File: src/rtl/reg_scoreboard_if.sv
// Issue / writeback / squash bundle between decode, the pipeline and the register scoreboard.
// Decode and the pipeline side own the master modport; the scoreboard owns the slave modport.
interface reg_scoreboard_if #(
    parameter int MAX_INFLIGHT = 6
) ();
    localparam int ICW = $clog2(MAX_INFLIGHT + 1);

    logic           issue_valid;
    logic [4:0]     issue_rs1;
    logic [4:0]     issue_rs2;
    logic           issue_use_rs1;
    logic           issue_use_rs2;
    logic [4:0]     issue_rd;
    logic           issue_wr;
    logic           issue_ready;

    logic           retire_valid;
    logic [4:0]     retire_rd;
    logic           kill_valid;
    logic [4:0]     kill_rd;

    logic [31:0]    busy_mask;
    logic [ICW-1:0] inflight_count;
    logic           err_underflow;

    modport master (
        output issue_valid, issue_rs1, issue_rs2, issue_use_rs1, issue_use_rs2,
        output issue_rd, issue_wr, retire_valid, retire_rd, kill_valid, kill_rd,
        input  issue_ready, busy_mask, inflight_count, err_underflow
    );

    modport slave (
        input  issue_valid, issue_rs1, issue_rs2, issue_use_rs1, issue_use_rs2,
        input  issue_rd, issue_wr, retire_valid, retire_rd, kill_valid, kill_rd,
        output issue_ready, busy_mask, inflight_count, err_underflow
    );
endinterface

File: src/rtl/reg_scoreboard.sv
// Per-register in-flight write counters gating issue into register read; counts update one edge after
// issue/retire/kill, and issue_ready is a pure function of registered counts and the issue_* fields.
module reg_scoreboard #(
    parameter int MAX_PER_REG  = 3,
    parameter int MAX_INFLIGHT = 6
) (
    input  logic          clk,
    input  logic          rst,
    reg_scoreboard_if.slave sb
);
    localparam int CW  = $clog2(MAX_PER_REG + 1);
    localparam int ICW = $clog2(MAX_INFLIGHT + 1);
    localparam logic [CW-1:0]  CNT_MAX = CW'(MAX_PER_REG);
    localparam logic [ICW-1:0] INF_MAX = ICW'(MAX_INFLIGHT);

    logic [CW-1:0]  counts_q [32];
    logic [CW-1:0]  counts_d [32];
    logic [ICW-1:0] inflight_q;
    logic [ICW-1:0] inflight_d;
    logic           err_q;
    logic           err_d;

    logic           rs1_hazard;
    logic           rs2_hazard;
    logic           eff_wr;
    logic           wr_room;
    logic           ready;
    logic           issue_inc;
    logic           ret_req;
    logic           kill_req;
    logic           same_reg;
    logic           apply_ret;
    logic           apply_kill;
    logic           kill_avail;
    logic [31:0]    busy;

    assign rs1_hazard = sb.issue_use_rs1 && (sb.issue_rs1 != 5'd0) && (counts_q[sb.issue_rs1] != '0);
    assign rs2_hazard = sb.issue_use_rs2 && (sb.issue_rs2 != 5'd0) && (counts_q[sb.issue_rs2] != '0);
    assign eff_wr     = sb.issue_wr && (sb.issue_rd != 5'd0);
    assign wr_room    = (counts_q[sb.issue_rd] < CNT_MAX) && (inflight_q < INF_MAX);

    // Deliberately independent of issue_valid so decode can use it in its own stall logic.
    assign ready      = !rs1_hazard && !rs2_hazard && (!eff_wr || wr_room);
    assign issue_inc  = sb.issue_valid && ready && eff_wr;

    assign ret_req    = sb.retire_valid && (sb.retire_rd != 5'd0);
    assign kill_req   = sb.kill_valid && (sb.kill_rd != 5'd0);
    assign same_reg   = (sb.retire_rd == sb.kill_rd);
    assign apply_ret  = ret_req && (counts_q[sb.retire_rd] != '0);

    // When retire already consumed one unit of the same register, kill needs a second one.
    assign kill_avail = (apply_ret && same_reg) ? (counts_q[sb.kill_rd] > CW'(1))
                                                : (counts_q[sb.kill_rd] != '0);
    assign apply_kill = kill_req && kill_avail;

    always_comb begin
        counts_d[0] = '0;
        for (int r = 1; r < 32; r++) begin
            counts_d[r] = counts_q[r]
                        + CW'(issue_inc  && (sb.issue_rd  == 5'(r)))
                        - CW'(apply_ret  && (sb.retire_rd == 5'(r)))
                        - CW'(apply_kill && (sb.kill_rd   == 5'(r)));
        end
    end

    assign inflight_d = inflight_q + ICW'(issue_inc) - ICW'(apply_ret) - ICW'(apply_kill);
    assign err_d      = err_q || (ret_req && !apply_ret) || (kill_req && !apply_kill);

    always_ff @(posedge clk) begin
        if (rst) begin
            for (int r = 0; r < 32; r++) begin
                counts_q[r] <= '0;
            end
            inflight_q <= '0;
            err_q      <= 1'b0;
        end else begin
            for (int r = 0; r < 32; r++) begin
                counts_q[r] <= counts_d[r];
            end
            inflight_q <= inflight_d;
            err_q      <= err_d;
        end
    end

    always_comb begin
        busy = '0;
        for (int r = 0; r < 32; r++) begin
            busy[r] = (counts_q[r] != '0);
        end
    end

    assign sb.issue_ready    = ready;
    assign sb.busy_mask      = busy;
    assign sb.inflight_count = inflight_q;
    assign sb.err_underflow  = err_q;
endmodule
File: src/flat_wrapper.sv
// flat-port wrapper written by rule: the top's interface ports become plain ports
module reg_scoreboard_flat 
#(
    parameter int MAX_PER_REG  = 3,
    parameter int MAX_INFLIGHT = 6
)
  (clk, rst, sb_issue_valid, sb_issue_rs1, sb_issue_rs2, sb_issue_use_rs1, sb_issue_use_rs2, sb_issue_rd, sb_issue_wr, sb_retire_valid, sb_retire_rd, sb_kill_valid, sb_kill_rd, sb_issue_ready, sb_busy_mask, sb_inflight_count, sb_err_underflow);
  reg_scoreboard_if #(.MAX_INFLIGHT(MAX_INFLIGHT)) sb_i ();
  input  logic clk;
  input  logic rst;
  input wire logic [$bits(sb_i.issue_valid)-1:0] sb_issue_valid;
  input wire logic [$bits(sb_i.issue_rs1)-1:0] sb_issue_rs1;
  input wire logic [$bits(sb_i.issue_rs2)-1:0] sb_issue_rs2;
  input wire logic [$bits(sb_i.issue_use_rs1)-1:0] sb_issue_use_rs1;
  input wire logic [$bits(sb_i.issue_use_rs2)-1:0] sb_issue_use_rs2;
  input wire logic [$bits(sb_i.issue_rd)-1:0] sb_issue_rd;
  input wire logic [$bits(sb_i.issue_wr)-1:0] sb_issue_wr;
  input wire logic [$bits(sb_i.retire_valid)-1:0] sb_retire_valid;
  input wire logic [$bits(sb_i.retire_rd)-1:0] sb_retire_rd;
  input wire logic [$bits(sb_i.kill_valid)-1:0] sb_kill_valid;
  input wire logic [$bits(sb_i.kill_rd)-1:0] sb_kill_rd;
  output wire logic [$bits(sb_i.issue_ready)-1:0] sb_issue_ready;
  output wire logic [$bits(sb_i.busy_mask)-1:0] sb_busy_mask;
  output wire logic [$bits(sb_i.inflight_count)-1:0] sb_inflight_count;
  output wire logic [$bits(sb_i.err_underflow)-1:0] sb_err_underflow;
  assign sb_i.issue_valid = sb_issue_valid;
  assign sb_i.issue_rs1 = sb_issue_rs1;
  assign sb_i.issue_rs2 = sb_issue_rs2;
  assign sb_i.issue_use_rs1 = sb_issue_use_rs1;
  assign sb_i.issue_use_rs2 = sb_issue_use_rs2;
  assign sb_i.issue_rd = sb_issue_rd;
  assign sb_i.issue_wr = sb_issue_wr;
  assign sb_i.retire_valid = sb_retire_valid;
  assign sb_i.retire_rd = sb_retire_rd;
  assign sb_i.kill_valid = sb_kill_valid;
  assign sb_i.kill_rd = sb_kill_rd;
  assign sb_issue_ready = sb_i.issue_ready;
  assign sb_busy_mask = sb_i.busy_mask;
  assign sb_inflight_count = sb_i.inflight_count;
  assign sb_err_underflow = sb_i.err_underflow;
  reg_scoreboard #(.MAX_PER_REG(MAX_PER_REG), .MAX_INFLIGHT(MAX_INFLIGHT)) u_core (.clk(clk), .rst(rst), .sb(sb_i));
endmodule
File: config.mk
export PLATFORM = sky130hd
export DESIGN_NAME = reg_scoreboard_flat
export DESIGN_NICKNAME = d
export VERILOG_FILES = /design/src/rtl/reg_scoreboard_if.sv /design/src/rtl/reg_scoreboard.sv /design/src/flat_wrapper.sv
export SDC_FILE = /design/constraint.sdc
export NUM_CORES = 1
export LEC_CHECK = 0
export ABC_AREA = 1
export CAP_MARGIN = 0
export CORE_MARGIN = 2
export CORE_UTILIZATION = 45
export DETAILED_ROUTE_END_ITERATION = 10
export PLACE_DENSITY = 0.68
export SKIP_CTS_REPAIR_TIMING = 1
export SLEW_MARGIN = 15
export SYNTH_ARGS = -nofsm -noshare
export SYNTH_HDL_FRONTEND = slang
export SYNTH_SLANG_ARGS = --single-unit
File: constraint.sdc
create_clock -name clk -period 3.3 [get_ports clk]
set_input_delay 0.66 -clock clk [delete_from_list [all_inputs] [get_ports clk]]
set_output_delay 0.66 -clock clk [all_outputs]
set_load 0.01 [all_outputs]
==> flow_summary.yaml <==
# physical design summary
cts:
  root_buffer: "clkbuf_16"
  cts_tree: "built"
  cts.clk_slew.worst_paths_ns: 0.06
  clock_path_buffers: 2
global_routing:
  grt_usage_pct: 34.0
  grt_pass1_wl_um: 46000
  grt_pass1_vias: 8407
  overflow: 0
  antenna_found_initial: 0
  grt_max_degree: 36
critical_path:
  critPathLaunchType: "register"
  cpMaxStageDelayCell: "fa_1"
  crit_buf_inv: 4
  arrival_ns: 3.59
  critPathTopFamily: "simple AND/OR/NAND/NOR gates"
  path_class: "reg -> reg"
  endpoint_kind: "register"
  reg2reg_slack_ns: -0.06
  crit_path_max_incr_delay_ns: 0.57
yosys:
  ys_types: 44
  top_cells_by_count: "nand2_1 (257), nor2_1 (201), inv_1 (180), dfxtp_1 (66), o22ai_1 (39)"
  synth.net_count: 1270
  synth-edff-count: 0
  numSynthFlops: 66
  top_cell: "nand2_1"
  netlist_instances: 1171
  yosys_area_sq_um: 7390
  avgSynthCellArea_sq_um: 6.31
  ys_warn_count: 0
sta:
  rsz0062_at_grt: "true"
  fin_skew_ns: 0.00639
  finalHoldWorstSlack_ns: 0.506
  max_freq_mhz: 297
  timing.final.crit_share_pct: 102
  timing.setup.tns_ns: -0.457
  setup_viol: 19
  drv_slew: 0
  finalHoldViolCount: 0
  layout_setup_ws_ns: -0.0633
floorplan:
  fp_util_pct: 46.2
  num_rows: 46
  io_pins: 70
  dieWidth_um: 132
  dieArea_sq_um: 17500
  die_h_um: 132
  coreArea_sq_um: 16000
route:
  viasPerCell: 5.67
  routedWlPerCell_um: 19.7
  drt_iter0_drc: 1178
  drt_wl_total_um: 32300
  firstDrtPassIters: 7
  drtAntennaViolNets: 0
flow_run:
  warnings: 27
  drv_cap: 0
run_status:
  violations: "setup timing"
  status: "finished with violations"
finish:
  final_area_sq_um: 11400
  drive_gt1_share_pct: 34.4
pwr:
  ir_drop_mv: 0.240
  p_int_uw: 1900
  pwr-share-comb_pct: 31.4
  pwr-share-seq_pct: 29.8
  leakage_uw: 0.00515
  p_per_area_nw_per_um2: 247
  switchingPower_uw: 921
placement:
  io_buffers: 68
  post_dp_cell_area_sq_um: 9540
-- through the flow --
| stage | std cells | setup slack, ns |
|---|---|---|
| after CTS | 1612 | -0.669 |
| after floorplan | 1171 | 0.110 |
| after detailed placement | 1596 | -1.01 |
| final | 1637 | -0.0633 |
| after global routing | 1637 | -0.130 |
| after global placement | 1596 | -0.980 |
-- registers in the layout, summed over array words and instances (netlist names) --
| signal | flops |
|---|---|
| u_core.counts_q | 62 |
| u_core.sb.err_underflow | 1 |
| u_core.sb.inflight_count | 3 |
-- kinds of logic after synthesis --
| kind of cell | share of synthesized area [%] |
|---|---|
| flops | 17.9 |
| other cells | 0.0507 |
| fa+ha+maj | 14.4 |
| compound gates | 11.4 |
| xor+xnor | 3.79 |
| simple gates | 38.2 |
| buf+inv | 14.2 |
-- cell type report --
class,instances,area [sq um]
Sequential cell,66,1320
Timing Repair Buffer,278,2690
Clock buffer,10,239
Clock inverter,6,90.1
Tap cell,216,270
Inverter,191,759
Fill cell,1294,4610
Multi-Input combinational cell,870,6020
-- power by group through the flow --
stage	registers [uW]	logic, uW	clock network, uW
finish	839	886	1090
floorplan	854	318	0
global route	841	929	1130
global placement	854	673	0
CTS	836	681	1100
detailed placement	854	676	0
-- worst paths after layout --
check | startpoint | depth (start not counted) | to
max reg2reg | u_core.counts_q[25][0] | 17 | u_core.counts_q[6][1]
max | u_core.counts_q[25][0] | 17 | u_core.counts_q[6][1]
min | rst | 2 | u_core.sb.inflight_count[0]
min reg2reg | u_core.counts_q[13][1] | 2 | u_core.counts_q[13][1]
-- per-layer routing --
metal / global-route usage, % / up-vias / wire length (um)
met3: 7.27 / 118 / 3770
met5: 0 / - / 0
li1: - / 4196 / -
met2: 52.5 / 653 / 14600
met4: 14.0 / 0 / 1270
met1: 46.2 / 4313 / 12700
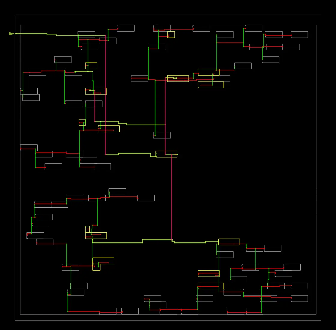
Figure 1: clock wiring as the flow saved it.
Flops: 66
# clock sinks: 66
Late-Pin Clk Latency: 0.35 ns
TritonCTS Buffers: 9

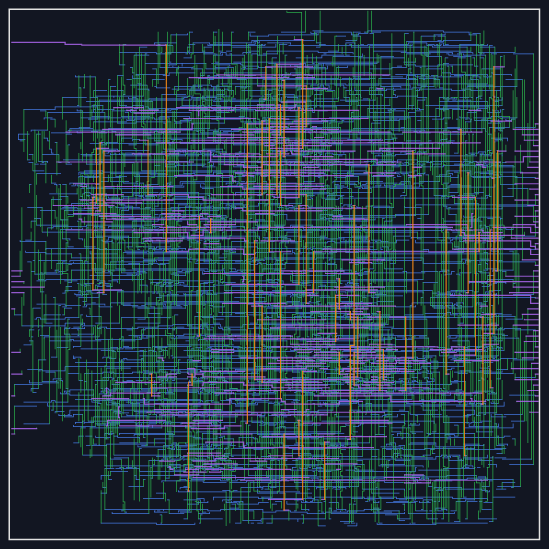
Figure 2: routed metal, one colour a layer.
Drawn at 4 px/um.
| colour | layer | wire length |
|---|---|---|
| blue | metal 1 | 12,700 um |
| green | metal 2 | 14,600 um |
| purple | metal 3 | 3,770 um |
| orange | metal 4 | 1,270 um |

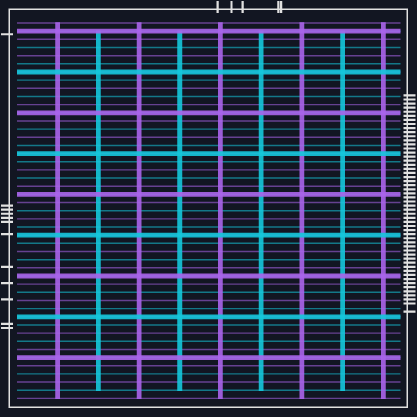
Figure 3: supply network.
Drawn at 3 px/um. Pins as bars on the die edge.
| colour | net |
|---|---|
| purple | VSS |
| cyan | VDD |
rows: 46
met5 straps: 9
met4 straps: 9
met1 rails: 47

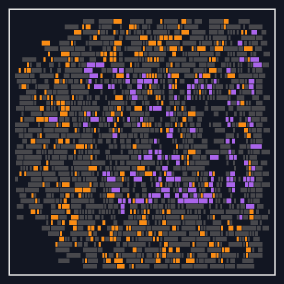
Figure 4: gate families picked out.
Drawn at 2 px/um.
| colour | family | cells |
|---|---|---|
| purple | inverting AOI/OAI gates | 138 |
| orange | NOR gates | 290 |

Power is estimated from default activity; no workload was simulated.
